==> src/rtl/instr_loader.sv <==
// Boot-time loader: assembles 9-bit instructions from a byte stream and writes them to instruction memory.
// Optional trailing XOR checksum byte is enabled by defining LOADER_CHECKSUM_EN.
module instr_loader (
    input  logic        CLK,
    input  logic        RESET,
    input  logic        start,
    input  logic [7:0]  in_data,
    input  logic        in_valid,
    output logic        in_ready,
    output logic        wr_en,
    output logic [15:0] wr_addr,
    output logic [8:0]  wr_data,
    output logic        cpu_hold,
    output logic        load_done,
    output logic        load_err
);

    typedef enum logic [2:0] {
        S_IDLE,
        S_LEN_LO,
        S_LEN_HI,
        S_INS_LO,
        S_INS_HI,
`ifdef LOADER_CHECKSUM_EN
        S_CHK,
`endif
        S_DONE,
        S_ERR
    } state_t;

    state_t      state_q, state_d;
    logic [15:0] index_q, index_d;
    logic [15:0] len_q, len_d;
    logic [7:0]  low_q, low_d;
    logic        wr_en_q, wr_en_d;
    logic [15:0] wr_addr_q, wr_addr_d;
    logic [8:0]  wr_data_q, wr_data_d;
    logic        cpu_hold_q, cpu_hold_d;
    logic        load_done_q, load_done_d;
    logic        load_err_q, load_err_d;
`ifdef LOADER_CHECKSUM_EN
    logic [7:0]  xor_q, xor_d;
`endif

    logic        accept;
    logic [15:0] index_inc;

    always_comb begin
        in_ready = (state_q == S_LEN_LO) || (state_q == S_LEN_HI) ||
                   (state_q == S_INS_LO) || (state_q == S_INS_HI)
`ifdef LOADER_CHECKSUM_EN
                   || (state_q == S_CHK)
`endif
                   ;
    end

    assign accept    = in_valid && in_ready;
    assign index_inc = index_q + 16'd1;

    always_comb begin
        state_d     = state_q;
        index_d     = index_q;
        len_d       = len_q;
        low_d       = low_q;
        wr_en_d     = 1'b0;
        wr_addr_d   = wr_addr_q;
        wr_data_d   = wr_data_q;
        cpu_hold_d  = cpu_hold_q;
        load_done_d = load_done_q;
        load_err_d  = load_err_q;
`ifdef LOADER_CHECKSUM_EN
        xor_d       = accept ? (xor_q ^ in_data) : xor_q;
`endif
        case (state_q)
            S_IDLE, S_DONE, S_ERR: begin
                // Release the core only once DONE has been visible for a cycle.
                if (state_q == S_DONE) cpu_hold_d = 1'b0;
                if (start) begin
                    state_d     = S_LEN_LO;
                    index_d     = 16'd0;
                    load_done_d = 1'b0;
                    load_err_d  = 1'b0;
                    cpu_hold_d  = 1'b1;
`ifdef LOADER_CHECKSUM_EN
                    xor_d       = 8'd0;
`endif
                end
            end
            S_LEN_LO: if (accept) begin
                len_d[7:0] = in_data;
                state_d    = S_LEN_HI;
            end
            S_LEN_HI: if (accept) begin
                len_d[15:8] = in_data;
                if ({in_data, len_q[7:0]} != 16'd0) begin
                    state_d = S_INS_LO;
                end else begin
`ifdef LOADER_CHECKSUM_EN
                    state_d = S_CHK;
`else
                    state_d     = S_DONE;
                    load_done_d = 1'b1;
`endif
                end
            end
            S_INS_LO: if (accept) begin
                low_d   = in_data;
                state_d = S_INS_HI;
            end
            S_INS_HI: if (accept) begin
                if (in_data[7:1] != 7'd0) begin
                    state_d    = S_ERR;
                    load_err_d = 1'b1;
                end else begin
                    wr_en_d   = 1'b1;
                    wr_addr_d = index_q;
                    wr_data_d = {in_data[0], low_q};
                    index_d   = index_inc;
                    if (index_inc == len_q) begin
`ifdef LOADER_CHECKSUM_EN
                        state_d = S_CHK;
`else
                        state_d     = S_DONE;
                        load_done_d = 1'b1;
`endif
                    end else begin
                        state_d = S_INS_LO;
                    end
                end
            end
`ifdef LOADER_CHECKSUM_EN
            S_CHK: if (accept) begin
                if (in_data == xor_q) begin
                    state_d     = S_DONE;
                    load_done_d = 1'b1;
                end else begin
                    state_d    = S_ERR;
                    load_err_d = 1'b1;
                end
            end
`endif
            default: state_d = S_IDLE;
        endcase
    end

    always_ff @(posedge CLK) begin
        if (RESET) begin
            state_q     <= S_IDLE;
            index_q     <= 16'd0;
            len_q       <= 16'd0;
            low_q       <= 8'd0;
            wr_en_q     <= 1'b0;
            wr_addr_q   <= 16'd0;
            wr_data_q   <= 9'd0;
            cpu_hold_q  <= 1'b1;
            load_done_q <= 1'b0;
            load_err_q  <= 1'b0;
`ifdef LOADER_CHECKSUM_EN
            xor_q       <= 8'd0;
`endif
        end else begin
            state_q     <= state_d;
            index_q     <= index_d;
            len_q       <= len_d;
            low_q       <= low_d;
            wr_en_q     <= wr_en_d;
            wr_addr_q   <= wr_addr_d;
            wr_data_q   <= wr_data_d;
            cpu_hold_q  <= cpu_hold_d;
            load_done_q <= load_done_d;
            load_err_q  <= load_err_d;
`ifdef LOADER_CHECKSUM_EN
            xor_q       <= xor_d;
`endif
        end
    end

    assign wr_en     = wr_en_q;
    assign wr_addr   = wr_addr_q;
    assign wr_data   = wr_data_q;
    assign cpu_hold  = cpu_hold_q;
    assign load_done = load_done_q;
    assign load_err  = load_err_q;

endmodule

==> config.mk <==
export PLATFORM = sky130hd
export DESIGN_NAME = instr_loader
export DESIGN_NICKNAME = d
export VERILOG_FILES = /design/src/rtl/instr_loader.sv
export SDC_FILE = /design/constraint.sdc
export NUM_CORES = 1
export LEC_CHECK = 0
export CORE_MARGIN = 2
export CORE_UTILIZATION = 45
export CTS_BUF_LIST = sky130_fd_sc_hd__clkbuf_4 sky130_fd_sc_hd__clkbuf_8
export CTS_CLUSTER_DIAMETER = 80
export DETAILED_ROUTE_END_ITERATION = 6
export HOLD_SLACK_MARGIN = 0.05
export PLACE_DENSITY = 0.69
export SYNTH_ARGS = -nofsm -noshare
export SYNTH_HDL_FRONTEND = slang
export SYNTH_SLANG_ARGS = --single-unit
==> constraint.sdc <==
create_clock -name CLK -period 2.19 [get_ports CLK]
set_input_delay 0.219 -clock CLK [delete_from_list [all_inputs] [get_ports CLK]]
set_output_delay 0.219 -clock CLK [all_outputs]
set_load 0.02 [all_outputs]
Figure 1. Signal wires on met1 (run 1).
Drawn at 4 px/um. Supply wires on this layer in grey.
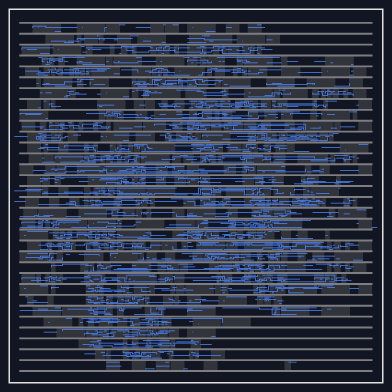
main direction = horizontal
wire length on this layer = 4110 um
share of all routed wire = 44%

Figure 2. Metal 2 (run 1).
Drawn at 4 px/um.
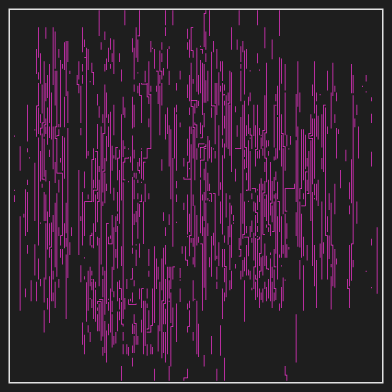
wire length on this layer = 4470 um
longest straight run = 37.4 um

Figure 3. Signal wires on met3 (run 1).
Drawn at 6 px/um.
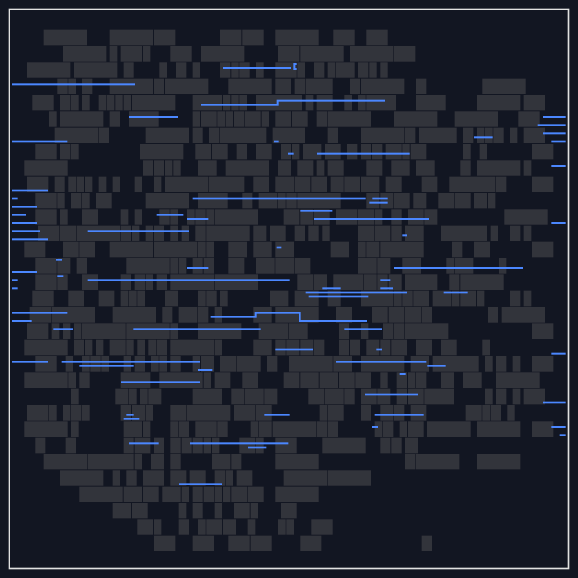
share of all routed wire = 5.7%
main direction = horizontal
longest straight run = 33.4 um
nets with wire on the layer = 59
wire length on this layer = 534 um

==> summary.txt, run 1 <==
run results: status=complete, no violations, period utilization=96.3%, Hold Vio Cnt, Final=0, first-pass GRT wire length=16000 um, fraction of registers with async set/reset=0%, Site Rows=32, Hold Slack=0.309 ns, ys cells=469, total core area=0.00769 mm^2, reg2reg path depth=7, worst path required time=2.48 ns, drt drc=0, max cap viols=0, Final Max Slew Viols=0, Die W=93.0 um, via/cell ratio=5.44, Mapped Cells=469, clk latency late pin=0.35 ns, P_leak=0.00172 uW, capturing point of the worst reg2reg path=state_q[2], Num CTS Buffers=9, Total Power=2870 uW, RSZ-0062 raised after global routing=no, Adder-Cell Fraction of Synth Area=0.632%, Synth-to-Final Area Change=29.6%, f_max=0.474 GHz, post-route cell area=0.00462 mm^2, Min Clock Period, post-route=2.11 ns, CTS sink count=72, Worst Hold Class=in2reg, io pins=42, WL met2=4470 um, GP Congestion=0.931, mux share=0%, WL/cell=14.4 um, diode count=0, I/O Buffers=41, dominant kind of combinational cell=simple AND/OR/NAND/NOR gates, TritonRoute pass-1 iters=5, M1 WL=4110 um, EDFF count, synth=0, met3 wire length=534 um, Post-Place Cells=632, pwr/cell area=623 mW/mm^2, vias in the first global route=3481, Die Footprint=0.00864 mm^2, Worst-Margin Slew=0.525 ns, dpl ws=-0.178 ns, CTS tree=done, FP Util=46.3%, crit path DAT=2.40 ns, worst clock skew=0.0105 ns, Hold EP=wr_en, WHS Path Cells=2, worst IR drop on VDD=0.000396 V, Fin Setup TNS=0 ns, Worst-path clk slew=0.07 ns, DIE HEIGHT=93.0 um, ys flop type=dfxtp_1, Compound Share, Synth=18.8%, WL final=9360 um, Clock Tree Root=clkbuf_8, share of cells above drive strength 1=17.2%, Final WS setup=0.0808 ns, Post-Syn Area=0.00356 mm^2
[run 1: power breakdown]
part	switching [uW]	total (uW)	internal, uW
combinational	269	500	231
clock	508	970	462
sequential	53.7	1400	1350
total	831	2870	2040
[run 1: worst max path at each step]
stage | slack, ns | end | depth (start not counted) | start
after global routing | 0.003 | index_q[4] | 9 | in_data[3]
after CTS | 0.005 | state_q[2] | 8 | index_q[1]
after detailed placement | -0.18 | index_q[15] | 8 | in_data[4]
final | 0.08 | state_q[2] | 7 | index_q[8]
after floorplan | 0.16 | state_q[2] | 8 | index_q[1]
after global placement | -0.11 | index_q[15] | 8 | in_data[3]
[run 1: registers in the layout, indices dropped and copies added, names as in the netlist]
register,flops
cpu_hold,1
index_q,16
len_q,16
load_done,1
load_err,1
low_q,8
state_q,3
wr_addr,16
wr_data,9
wr_en,1
[run 1: cell usage in the layout, fill, tap and decap left out, types with 7 or more instances in the layout]
cell type	instances
a21oi_1	75
buf_4	57
clkbuf_8	10
clkdlybuf4s50_1	40
dfxtp_1	69
inv_1	7
nand2_1	112
nand3_1	10
nor2_1	24
nor3_1	8
o21ai_0	19
or3_1	8
xnor2_1	14
xor2_1	8
[run 1: worst max-delay path: stages, from the launching register on]
cell	delay, ns
dfxtp_1	0.52
and4_1	0.35
buf_4	0.16
nand4_1	0.16
xnor2_1	0.19
nor4_1	0.24
and4_4	0.29
o211a_1	0.15
[run 1: timing repair]
item                                    CTS  global route
gates resized                             4             8
cloned                                    0             0
pin swaps                                 1             3
setup buffers                             0             1
endpoints found under the setup margin    3             6
[run 1: cell type report]
class,instances,area (um^2)
clock buffers,11,145
clock inverters,5,42.5
fillers,732,3070
inverters,7,26.3
multi-input cells,352,1960
flip-flops and latches,72,1450
well taps,102,128
repair buffers,100,873
[run 1: synth_stat cells, drive strengths merged (2+ instances only)]
| cell | n | area, um^2 |
|---|---|---|
| nand3b | 4 | 30.0 |
| dfxtp | 72 | 1440 |
| nor4 | 5 | 61.3 |
| nand4 | 5 | 52.6 |
| or2 | 2 | 12.5 |
| a211oi | 4 | 30.0 |
| a31oi | 3 | 18.8 |
| a2111oi | 2 | 23.8 |
| or3 | 9 | 61.3 |
| and3 | 5 | 31.3 |
| clkbuf | 22 | 82.6 |
| and4 | 5 | 43.8 |
| or4 | 3 | 22.5 |
| xnor2 | 15 | 131 |
| o21a | 3 | 22.5 |
| nor2b | 3 | 18.8 |
| nor3b | 4 | 30.0 |
| nor3 | 8 | 40.0 |
| xor2 | 8 | 70.1 |
| and2 | 2 | 12.5 |
| buf | 16 | 82.6 |
| o22ai | 2 | 12.5 |
| inv | 7 | 26.3 |
| nand2 | 112 | 420 |
| nor2 | 25 | 93.8 |
| o21ai | 20 | 100 |
| nand3 | 12 | 72.6 |
| a21oi | 75 | 375 |
[run 1: per-layer routing]
layer / vias up / GRT usage [%]
met5: - / 0
met4: 0 / 8.70
met3: 21 / 6.61
met2: 118 / 39.1
met1: 1634 / 28.8
li1: 1758 / -
==> inputs of run 2 (changes only) <==
CTS_CLUSTER_SIZE = 8   (was default)
PLACE_DENSITY = default   (was 0.69)
PLACE_DENSITY_LB_ADDON = 0.1   (was default)
==> run 2 against run 1 <==
  * Via count is 0.71% lower
  * Synthesized area stayed put
  * Register-to-register slack hardly changed
  * Hold slack worse by 0.17 ns
  * Critical path type unchanged
==> summary.txt, run 2 <==
run results: status=complete, no violations (unchanged), GP Congestion=0.958 (was 0.931), f_max=0.476 GHz (was 0.474 GHz), hold buffer count at CTS=0 (unchanged), RSZ-0062 raised after global routing=no (unchanged), Post-synth top cells=112 x nand2_1, 75 x a21oi_1, 72 x dfxtp_1 (unchanged), area leader, netlist=dfxtp_1 (unchanged), relative slew slack=67.4% (was 64.7%), Worst-Margin Slew=0.488 ns (was 0.525 ns), Gate power share=16.1% (was 17.4%), Yosys Warn Count=0 (unchanged), diode count=0 (unchanged), io pins=42 (unchanged), I/O Buffers=41 (unchanged), Mapped Cells=469 (unchanged), CP max-delay cell=or3_1 (was dfxtp_1), Synth-to-Final Area Change=30.1% (was 29.6%), R2R Setup Slk=0.09 ns (was 0.08 ns), P_leak=0.00173 uW (was 0.00172 uW), Final ANT Viol Nets=0 (unchanged), Min Clock Period, post-route=2.10 ns (was 2.11 ns), first-pass GRT wire length=16300 um (was 16000 um), Num CTS Buffers=9 (unchanged), Detailed Place HPWL=7300 um (was 6920 um), Worst-path clk slew=0.08 ns (was 0.07 ns), crit path launch type=flip-flop (unchanged), Die Footprint=0.00864 mm^2 (unchanged), max cap viols=0 (unchanged), count leader, synth=nand2_1 (unchanged), largest net degree at the start of global routing=37 (was 50), CTS sink count=72 (unchanged), share of cells above drive strength 1=17.0% (was 17.2%), dpl cell area=0.00439 mm^2 (about the same), final setup vio count=0 (unchanged), vias in the first global route=3315 (was 3481), TritonRoute pass-1 iters=4 (was 5), Site Rows=32 (unchanged), Hold Slack=0.135 ns (was 0.309 ns), worst-path cell chain=buf_4 -> nand4_2 -> or3_1 -> o2bb2ai_1 -> a2111oi_1 -> and4_4 -> o211a_1 (was and4_1 -> buf_4 -> nand4_1 -> xnor2_1 -> nor4_1 -> and4_4 -> o211a_1), DIE HEIGHT=93.0 um (unchanged), CP max stage delay=0.38 ns (was 0.52 ns), WL final=9740 um (was 9360 um), Top-area cell share=40.5% (unchanged), Worst Hold Class=in2reg (unchanged), biggest area cells=dfxtp_1 40%, nand2_1 12%, a21oi_1 11% (unchanged), register bit total from synthesis=72 (unchanged), worst IR drop on VDD=0.000501 V (was 0.000396 V), initial antenna violation count=0 (unchanged), Clock Tree Root=clkbuf_8 (unchanged), via/cell ratio=5.39 (was 5.44), power share of the clock group=38.6% (was 33.7%), Post-synth seq share=40.5% (unchanged), post-route cell area=0.00464 mm^2 (was 0.00462 mm^2), WHS Path Cells=2 (unchanged), Commonest Layout Cell=nand2_1 (unchanged), total core area=0.00769 mm^2 (unchanged), worst clock skew=0.0112 ns (was 0.0105 ns), CTS tree=done (unchanged), Hold Vio Cnt, Final=0 (unchanged), EDFF count, synth=0 (unchanged), Total Power=3100 uW (was 2870 uW), net load switching power=865 uW (was 831 uW), pwr/cell area=670 mW/mm^2 (was 623 mW/mm^2), crit path DAT=2.40 ns (about the same), most numerous logic cells after layout=112 x nand2_1, 75 x a21oi_1, 69 x dfxtp_1 (unchanged), Worst R2R Start=index_q[0] (was index_q[8]), clock buffer depth=2 (unchanged), Vias=3506 (was 3531), Post-Syn Area=0.00356 mm^2 (unchanged), ys cells=469 (unchanged), Tool Warnings=26 (unchanged), Fin Setup TNS=0 ns (unchanged), drt drc=0 (unchanged), Die W=93.0 um (unchanged), Final Max Slew Viols=0 (unchanged), cell internal pwr=2240 uW (was 2040 uW), FP Util=46.3% (unchanged), Net Sw Frac=27.9% (was 28.9%), Flop pwr share=45.3% (was 48.9%), worst path required time=2.49 ns (was 2.48 ns), Setup Fix Bufs, Post-CTS=0 (unchanged), Hold EP=state_q[0] (was wr_en), Syn Area/Cell=7.60 um^2 (unchanged), capturing point of the worst reg2reg path=state_q[2] (unchanged), ys flop type=dfxtp_1 (unchanged), fraction of registers with async set/reset=0% (unchanged), clk latency late pin=0.35 ns (about the same), reg2reg path depth=7 (unchanged), period utilization=95.9% (was 96.3%)
-- run 2: per-stage QoR --
step	cells	utilization (%)	setup slack [ns]
2_1_floorplan	469	-	0.156
3_3_place_gp	634	57.1	-0.139
3_5_place_dp	634	57.1	-0.200
4_1_cts	650	60.1	0.0701
5_1_grt	650	60.3	0.00318
6_report	650	60.3	0.0906
-- run 2: cell type report --
cell class,instances,area (um^2)
fill,724,3050
multi-input combinational,352,1950
sequential,72,1450
timing repair buffer,101,868
clock buffer,10,131
tap,102,128
clock inverter,6,91.3
inverter,7,26.3
-- run 2: power groups by stage --
stage | logic, uW | registers [uW] | clock network, uW
CTS | 492 | 1400 | 1220
global route | 546 | 1410 | 1280
floorplan | 324 | 1410 | 0
finish | 498 | 1410 | 1200
detailed placement | 490 | 1430 | 0
global placement | 483 | 1430 | 0
-- run 2: how the worst max path moves through the flow --
stage | to | startpoint | cells after the start | slack [ns]
2_1_floorplan | state_q[2] | index_q[1] | 8 | 0.16
3_3_place_gp | index_q[9] | in_data[3] | 6 | -0.14
3_5_place_dp | index_q[9] | in_data[3] | 6 | -0.20
4_1_cts | state_q[2] | index_q[6] | 6 | 0.07
5_1_grt | state_q[2] | index_q[0] | 8 | 0.003
6_report | state_q[2] | index_q[0] | 7 | 0.09
-- run 2: timing repair --
action,CTS,global route
endpoints found under the setup margin,1,6
gates resized,1,9
pin swaps,0,1
-- run 2: critical path: cells and delay by family, from the launching register on --
family / cells / cell delay [ns]
AOI/OAI and AO/OA: 3 / 0.68
buffers and inverters: 1 / 0.13
DFF: 1 / 0.36
and+or+nand+nor: 3 / 0.87
-- run 2: per-layer routing --
layer  wire (um)  up-vias  global-route usage (%)
li1            -     1757                       -
met1        4580     1669                    30.9
met2        4670       68                    40.1
met3         368       12                    4.11
met4         117        0                    7.11
met5           0        -                       0
-- run 2: cells by family after synthesis --
| kind of cell | after synthesis | share of synthesized area, % |
|---|---|---|
| fa+ha+maj | 2 | 0.632 |
| buf+inv | 45 | 5.37 |
| flops | 72 | 40.5 |
| xor+xnor | 23 | 5.66 |
| compound gates | 119 | 18.8 |
| simple gates | 208 | 29.1 |
Figure 4. Track usage over the die (run 2).
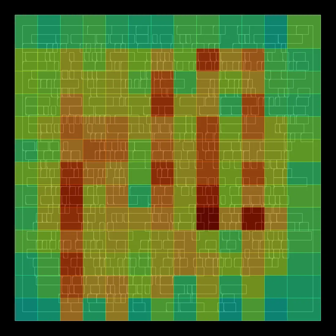
GRT Overall Usage: 23.7%
WL/cell: 15.0 um

Figure 5. Metal 2 (run 2).
Drawn at 4 px/um.
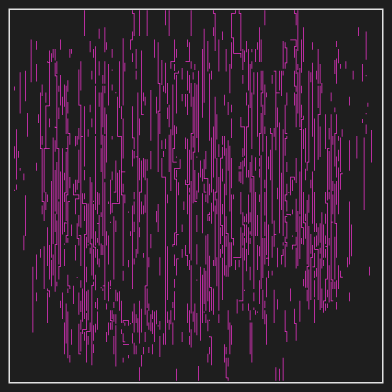
longest straight run = 41.8 um
nets with wire on the layer = 458

==> inputs of run 3 (changes only) <==
ABC_AREA = 0   (was default)
SKIP_LAST_GASP = 1   (was default)
Figure 6. Track usage over the die (run 3).
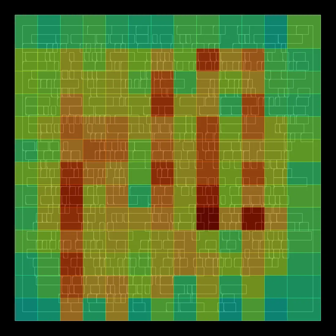
final core occ: 60.3%
met3 Use GR: 4.11%
GRT busiest layer: met2
GR Util met1: 30.9%
met2 Use GR: 40.1%

==> run 3 against run 2 <==
  * Cell area stayed put
  * Largest power group unchanged
  * Largest cell class unchanged
  * Clock skew stayed put
  * Critical path type unchanged
  * Synthesized cell count stayed put
==> summary.txt, run 3 <==
run results: status=complete, no violations (unchanged), fraction of registers with async set/reset=0% (unchanged), reg2reg path depth=7 (unchanged), Worst Hold Class=in2reg (unchanged), Site Rows=32 (unchanged), CTS sink count=72 (unchanged), Detailed Place HPWL=7300 um (unchanged), max cap viols=0 (unchanged), Final Max Slew Viols=0 (unchanged), cell internal pwr=2240 uW (unchanged), DIE HEIGHT=93.0 um (unchanged), Syn Area/Cell=7.60 um^2 (unchanged), Commonest Layout Cell=nand2_1 (unchanged), FP Util=46.3% (unchanged), vias in the first global route=3315 (unchanged), diode count=0 (unchanged), GP Congestion=0.958 (unchanged), Final WS setup=0.0906 ns (unchanged), Setup Fix Bufs, Post-CTS=0 (unchanged), io pins=42 (unchanged), share of cells above drive strength 1=17.0% (unchanged), crit path DAT=2.40 ns (about the same), Post-synth top cells=112 x nand2_1, 75 x a21oi_1, 72 x dfxtp_1 (unchanged), Vias=3506 (unchanged), Post-Syn Area=0.00356 mm^2 (unchanged), dpl ws=-0.200 ns (unchanged), Yosys Warn Count=0 (unchanged), f_max=0.476 GHz (unchanged), drt drc=0 (unchanged), CTS tree=done (unchanged), Hold EP=state_q[0] (unchanged), WHS Path Cells=2 (unchanged), power share of the clock group=38.6% (about the same), R2R Setup Slk=0.09 ns (about the same), Worst R2R Start=index_q[0] (unchanged), pwr/cell area=670 mW/mm^2 (unchanged), ys cells=469 (unchanged), initial antenna violation count=0 (unchanged), I/O Buffers=41 (unchanged), Min Clock Period, post-route=2.10 ns (unchanged), Worst-path clk slew=0.08 ns (about the same), Final ANT Viol Nets=0 (unchanged), area leader, netlist=dfxtp_1 (unchanged), TritonRoute pass-1 iters=4 (unchanged), crit path launch type=flip-flop (unchanged), hold buffer count at CTS=0 (unchanged), Gate power share=16.1% (about the same), Tool Warnings=26 (unchanged), register bit total from synthesis=72 (unchanged), Flop pwr share=45.3% (about the same), P_leak=0.00173 uW (unchanged), Hold Vio Cnt, Final=0 (unchanged), Non-Filler Instances=650 (unchanged), biggest area cells=dfxtp_1 40%, nand2_1 12%, a21oi_1 11% (unchanged), Die W=93.0 um (unchanged), Top-area cell share=40.5% (unchanged), Clock Tree Root=clkbuf_8 (unchanged), most numerous logic cells after layout=112 x nand2_1, 75 x a21oi_1, 69 x dfxtp_1 (unchanged), largest net degree at the start of global routing=37 (unchanged)
Figure 7. Signal wires on met1 (run 3).
Drawn at 4 px/um. Supply wires on this layer in grey.
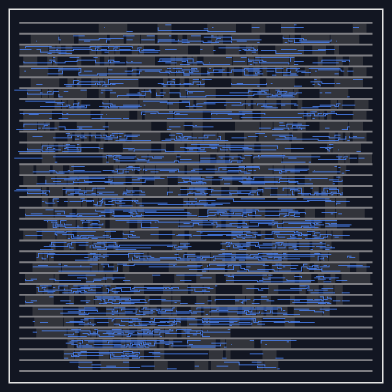
main direction = horizontal
nets with wire on the layer = 520
share of all routed wire = 47%
longest straight run = 22.5 um

run 3: worst max-delay path by stage:
stage,start,to,slack (ns),cells after the start
finish,index_q[0],state_q[2],0.09,7
global route,index_q[0],state_q[2],0.003,8
CTS,index_q[6],state_q[2],0.07,6
detailed placement,in_data[3],index_q[9],-0.20,6
global placement,in_data[3],index_q[9],-0.14,6
floorplan,index_q[1],state_q[2],0.16,8
run 3: logic make-up (layout without fill, tap and decap cells):
kind of cell	after synthesis	after routing	share of synthesized area (%)
compound gates	119	119	18.8
xor+xnor	23	23	5.66
fa+ha+maj	2	2	0.632
buf+inv	45	124	5.37
flops	72	72	40.5
simple gates	208	208	29.1
run 3: area by class of cell:
cell class / count / area [um^2]
clock buffers: 10 / 131
clock inverters: 6 / 91.3
fillers: 724 / 3050
inverters: 7 / 26.3
multi-input cells: 352 / 1950
flip-flops and latches: 72 / 1450
well taps: 102 / 128
repair buffers: 101 / 868
run 3: layer usage:
metal / routed length [um] / vias to the layer above / GRT usage, %
li1: - / 1757 / -
met1: 4580 / 1669 / 30.9
met2: 4670 / 68 / 40.1
met3: 368 / 12 / 4.11
met4: 117 / 0 / 7.11
met5: 0 / - / 0
run 3: metrics by stage:
stage          hold WS (ns)  area (um^2)
5_1_grt               0.134         4640
3_3_place_gp          0.430         4390
2_1_floorplan         0.355         3560
3_5_place_dp          0.447         4390
6_report              0.135         4640
4_1_cts               0.135         4620
run 3: worst max-delay path, cell delays in order (launching register included):
cell and delay [ns]:
dfxtp_1 0.36, buf_4 0.13, nand4_2 0.18, or3_1 0.38, o2bb2ai_1 0.14, a2111oi_1 0.38
and4_4 0.31, o211a_1 0.16
run 3: power groups by stage:
stage | clock (uW) | combinational [uW] | sequential, uW
floorplan | 0 | 324 | 1410
global placement | 0 | 483 | 1430
detailed placement | 0 | 490 | 1430
CTS | 1220 | 492 | 1400
global route | 1280 | 546 | 1410
finish | 1200 | 498 | 1410
run 3: repair_timing:
item	CTS	global route
gates resized	1	9
setup endpoints to repair	1	6
pin swaps	0	1
Power and IR drop assume default switching activity.
